### config.mk
export PLATFORM = sky130hd
export DESIGN_NAME = ram_rd_dly
export DESIGN_NICKNAME = d
export VERILOG_FILES = /design/src/rtl/ram_chk_pkg.sv /design/src/rtl/ram_rd_dly.sv
export SDC_FILE = /design/constraint.sdc
export NUM_CORES = 1
export LEC_CHECK = 0
export ABC_AREA = 1
export CAP_MARGIN = 20
export CORE_AREA = 2 2 39 41
export DETAILED_ROUTE_END_ITERATION = 7
export DIE_AREA = 0 0 41 43
export PLACE_DENSITY_LB_ADDON = 0.3
export RECOVER_POWER = 100
export SLEW_MARGIN = 20
export SYNTH_ARGS = -nofsm -noshare
export SYNTH_HDL_FRONTEND = slang
export SYNTH_SLANG_ARGS = --single-unit
### constraint.sdc
create_clock -name sys_clk -period 0.8 [get_ports sys_clk]
set_input_delay 0.16 -clock sys_clk [delete_from_list [all_inputs] [get_ports sys_clk]]
set_output_delay 0.16 -clock sys_clk [all_outputs]
set_load 0.005 [all_outputs]
### src/rtl/ram_chk_pkg.sv
// Shared types, default widths and the expected-pattern helper for the RAM read-back checker.
// Latency: n/a (package only).
// Backpressure: n/a (package only).
package ram_chk_pkg;

    typedef enum logic {
        IDLE = 1'b0,
        RUN  = 1'b1
    } chk_state_e;

    localparam int ADDR_W_DEF   = 6;
    localparam int DATA_W_DEF   = 8;
    localparam int RD_LAT_DEF   = 1;
    localparam int DATA_OFS_DEF = 0;
    localparam int ERR_W_DEF    = 16;

    // Word written at each address: address plus offset. The caller truncates the
    // result to DATA_W, which yields the mod 2^DATA_W wrap (negative offsets included).
    function automatic logic [31:0] exp_word(input logic [31:0] addr, input int ofs);
        return addr + 32'(ofs);
    endfunction

endpackage

### src/rtl/ram_rd_dly.sv
// Delays read enable + address by RD_LAT cycles so they line up with RAM read data.
// Latency: RD_LAT cycles (legal 1..3); synchronous reset clears every stage.
// Backpressure: none; one new entry accepted every cycle.
// Ports: sys_clk/sys_rst, in_vld/in_addr (tap), out_vld/out_addr (aligned sample).
module ram_rd_dly
    import ram_chk_pkg::*;
#(
    parameter int ADDR_W = ADDR_W_DEF,
    parameter int RD_LAT = RD_LAT_DEF
) (
    input  logic              sys_clk,
    input  logic              sys_rst,
    input  logic              in_vld,
    input  logic [ADDR_W-1:0] in_addr,
    output logic              out_vld,
    output logic [ADDR_W-1:0] out_addr
);
    logic [RD_LAT-1:0] vld_q;
    logic [ADDR_W-1:0] addr_q [RD_LAT];

    always_ff @(posedge sys_clk) begin
        if (sys_rst) begin
            vld_q <= '0;
            for (int i = 0; i < RD_LAT; i++) addr_q[i] <= '0;
        end else begin
            vld_q[0]  <= in_vld;
            addr_q[0] <= in_addr;
            for (int i = 1; i < RD_LAT; i++) begin
                vld_q[i]  <= vld_q[i-1];
                addr_q[i] <= addr_q[i-1];
            end
        end
    end

    assign out_vld  = vld_q[RD_LAT-1];
    assign out_addr = addr_q[RD_LAT-1];
endmodule

**Run 1: PDN straps and rails**

Pins as bars on the die edge. Tap cells in grey.
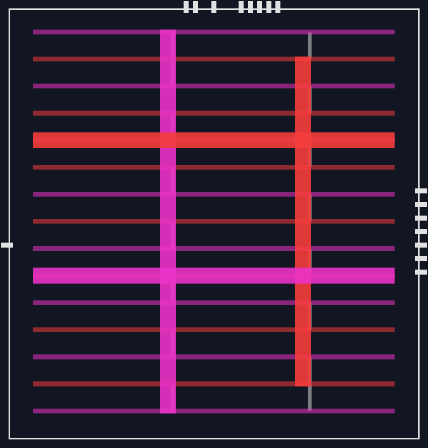
- VDD: red
- VSS: magenta
- met1 rails: 15
- signal pins: 16

**Run 1: M2 wires**

Bar = 10 um.
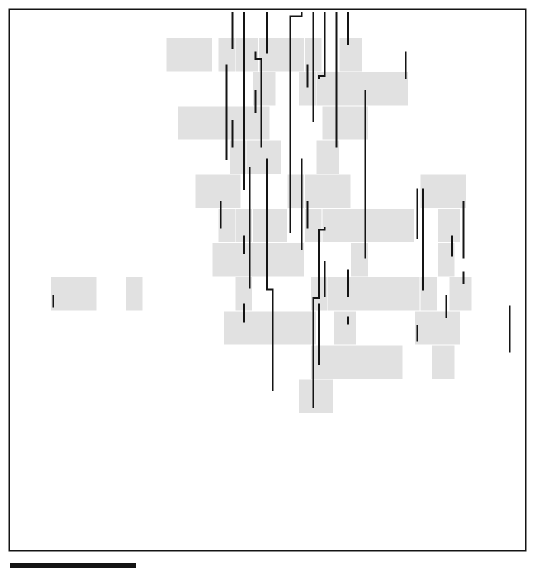
- main direction: vertical
- wire length on this layer: 195 um
- share of all routed wire: 48%

**Run 1: clock distribution**

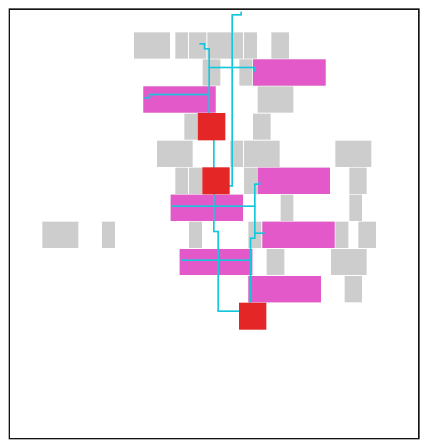
- flip-flops: magenta (count 7)
- clock wires: cyan (length 95.5 um)
- clock-net drivers: red (count 3)
- routed clock nets: 4

==> impl_metrics.json, run 1 <==
{
  "status": "finished, violations left",
  "violations": "negative setup slack",
  "drive_gt1_frac": 0.275,
  "seq_share": 0.394,
  "grt_usage": 0.0584,
  "buffer_area_frac": 0.324,
  "place_hpwl_um": 313,
  "chipArea_mm2": 0.00176,
  "warning_count": 28,
  "path_delay_family": "flip-flops",
  "syn_nets": 30,
  "holdWs_ps": 427,
  "drv_slew": 0,
  "pwr-share-comb": 0.101,
  "dominant_cells": "flip-flops and latches",
  "cp-start-kind": "register",
  "layout_top_cell": "clkdlybuf4s50_1",
  "cts_tree": "built",
  "worst-path-buf-inv": 1,
  "setup.worst_path.class": "reg2out",
  "comb_area_frac": 0.0739,
  "combinationalPower_mw": 0.0771,
  "grt_start_max_net_pins": 8,
  "area_growth_pct": 84.4,
  "drt-total-wl_um": 404,
  "grt_overflow_total": 0,
  "path_clk_slew_ps": 60,
  "arrival_ps": 660,
  "route.vias.total": 168,
  "ys_cells": 21,
  "synth_warnings": 0,
  "p_int_mw": 0.602,
  "ios": 16,
  "final_area_um2": 355,
  "rows": 14,
  "viasPerCell": 3.00,
  "htreeDepth": 1,
  "powerClk_mw": 0.314,
  "drt-initial-drc-count": 0,
  "finalSetupViolCount": 7,
  "lay_top_cells": "clkdlybuf4s50_1 (8), inv_1 (7), nor2_1 (7), dfxtp_1 (7), buf_2 (7)",
  "place.gp.congestion": 0.536,
  "stdcell_count": 56,
  "numSynthFlops": 7,
  "grt_antenna_before_repair": 0,
  "syn_area_per_cell_um2": 9.18,
  "dp_worst_setup_slack_ps": -174,
  "nClkBuffers": 3,
  "antenna_cells": 0,
  "fillers": 160,
  "dieWidth_um": 41,
  "powerDensity_mw_per_mm2": 2140,
  "synthCells": 21,
  "firstDrtPassIters": 1,
  "fin_crit_ps": 817,
  "grt_pass1_vias": 158,
  "postSynthSeqShare": 0.727,
  "synthesis.area_um2": 193,
  "swShare": 0.210,
  "fp_util": 0.139,
  "cp-startpoint": "addr_q[0][1]$_SDFF_PP0_",
  "clock-sinks": 7,
  "finalWorstSetupSlack_ps": -17.0,
  "core-area_mm2": 0.00138,
  "critPathMaxFanout": 1,
  "inverters": 7,
  "maxCapViolCount": 0,
  "largest_area_cell": "dfxtp_1"
}
## run 1: what timing repair did
| action | CTS | global route |
|---|---|---|
| setup buffers | 0 | 0 |
| resized | 28 | 0 |
| pin swaps | 0 | 0 |
| setup endpoints to repair | 7 | 7 |
## run 1: flip-flops by register name, summed over array words and instances, names as in the netlist
signal,count
addr_q,6
out_vld,1
## run 1: cell usage after synthesis
library cell / n
nor2_1: 7
inv_1: 7
dfxtp_1: 7
## run 1: cells by family (layout without fill, tap and decap cells)
group | count (synthesis) | count (layout) | synth area share
buffers and inverters | 7 | 26 | 0.136
AND/OR/NAND/NOR | 7 | 7 | 0.136
flip-flops | 7 | 7 | 0.727
## run 1: routing by layer
layer,part of all wire,global-route usage
met1,0.39,0.0487
met2,0.48,0.0656
met3,0.13,0.0366
met4,0,0.100
met5,0,0
==> inputs of run 2 (changes only) <==
--- a/config.mk
+++ b/config.mk
@@ -16,3 +16,4 @@
 export SYNTH_ARGS = -nofsm -noshare
 export SYNTH_HDL_FRONTEND = slang
 export SYNTH_SLANG_ARGS = --single-unit
+export TNS_END_PERCENT = 20
**Run 2: M2 wires**

Bar = 10 um.
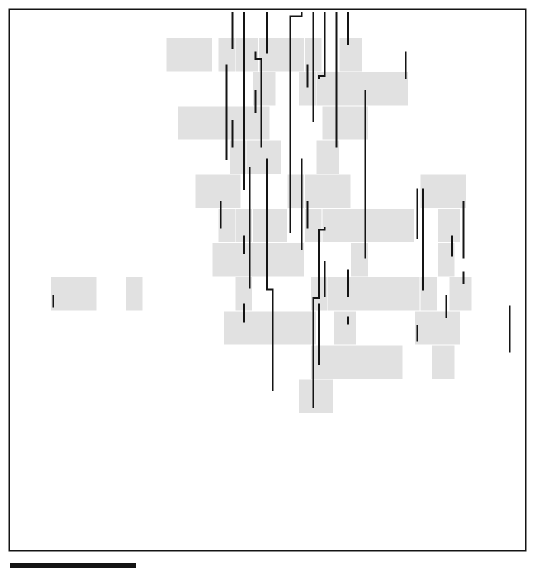
- nets with wire on the layer: 34
- wire length on this layer: 195 um

**Run 2: clock distribution**

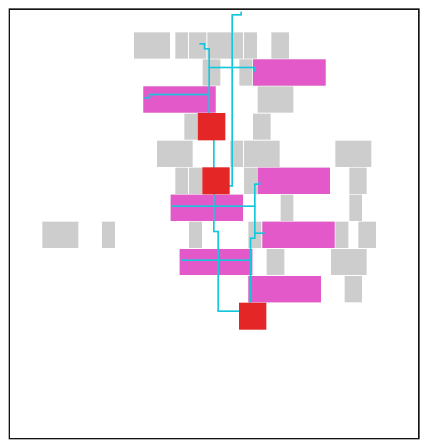
- flip-flops: magenta (count 7)
- clock wires: cyan (length 95.5 um)
- clock-net drivers: red (count 3)
- routed clock nets: 4

**Run 2: placement by cell class**

Bar = 10 um.
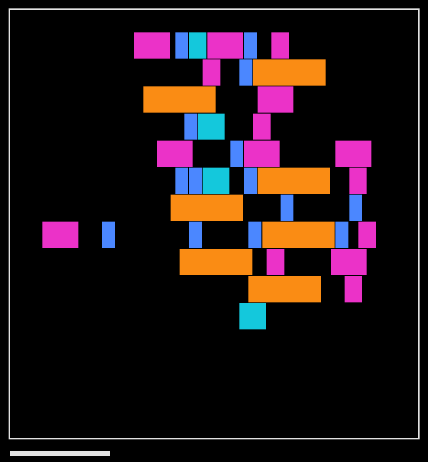
- registers: orange (cells 7)
- remaining logic cells: blue (cells 14)
- clock drivers and dummy loads: cyan (cells 4)
- remaining buffers and delay cells: magenta (cells 15)

==> run 2 against run 1 <==
  * The flow still finishes with violations (negative setup slack)
  * Flip-flop count is the same
  * Total power is the same
  * Setup slack is the same
  * Final cell count is the same
  * Combinational power is essentially flat
  * Area after synthesis is the same
  * Utilization is the same
  * Critical path depth is the same
  * Critical endpoint unchanged
==> impl_metrics.json, run 2 <==
{
  "status": "finished, violations left",
  "violations": "negative setup slack",
  "top_layer": "met3",
  "inverters": 7,
  "ys_cells": 21,
  "htreeDepth": 1,
  "grt_util_met2": 0.0656,
  "postSynthSeqShare": 0.727,
  "finalSetupViolCount": 7,
  "holdWs_ps": 427,
  "place.gp.congestion": 0.536,
  "synthTopCellsByCount": "dfxtp_1 (7), inv_1 (7), nor2_1 (7)",
  "clock-sinks": 7,
  "firstDrtPassIters": 1,
  "largest_reg_flops": 6,
  "chipArea_mm2": 0.00176,
  "arrival_ps": 660,
  "ys_async_sr_fraction": 0,
  "dominant_cells": "flip-flops and latches",
  "fp_util": 0.139,
  "drt-initial-drc-count": 0,
  "p_int_mw": 0.602,
  "regMostFlops": "addr_q",
  "cts_tree": "built",
  "syn_nets": 30,
  "maxCapViolCount": 0,
  "synth_warnings": 0,
  "dieWidth_um": 41,
  "route.vias.total": 168,
  "grt_start_max_net_pins": 8,
  "drive_gt1_frac": 0.275,
  "critPathMaxFanout": 1,
  "numSynthFlops": 7,
  "grt_overflow_total": 0,
  "wl_met1_um": 158,
  "path_delay_family": "flip-flops",
  "warning_count": 28,
  "grt_usage": 0.0584,
  "use_met3": 0.0366,
  "nClkBuffers": 3,
  "swShare": 0.210,
  "syn_area_per_cell_um2": 9.18,
  "seq_share": 0.394,
  "met3_length_um": 51,
  "area_growth_pct": 84.4,
  "comb_area_frac": 0.0739,
  "rows": 14,
  "core-area_mm2": 0.00138,
  "finalWorstSetupSlack_ps": -17.0,
  "largest_area_cell": "dfxtp_1",
  "worst-path-buf-inv": 1,
  "stdcell_count": 56,
  "met2_wirelength_um": 195,
  "grt_pass1_vias": 158,
  "place_hpwl_um": 313,
  "combinationalPower_mw": 0.0771
}
[run 2: cell counts after synthesis]
Identical to the previous run, type by type.
[run 2: kinds of logic (layout without fill, tap and decap cells)]
group,after synthesis,after routing,share of synthesized area
buffers and inverters,7,26,0.136
DFF,7,7,0.727
and+or+nand+nor,7,7,0.136
[run 2: stage by stage]
step	power [mW]	cell area (um2)	worst slack, ps
2_1_floorplan	0.396	193	342
3_3_place_gp	0.475	363	-167
3_5_place_dp	0.476	363	-174
4_1_cts	0.782	355	-34.1
5_1_grt	0.813	355	-56.4
6_report	0.762	355	-17.0
[run 2: timing repair]
| action | CTS | global route |
|---|---|---|
| hold buffers | 0 | 0 |
| gates resized | 28 | 0 |
| buffers inserted | 0 | 0 |
| endpoints found under the setup margin | 7 | 7 |
No activity file was given, so power comes from the tool's default toggle rates.
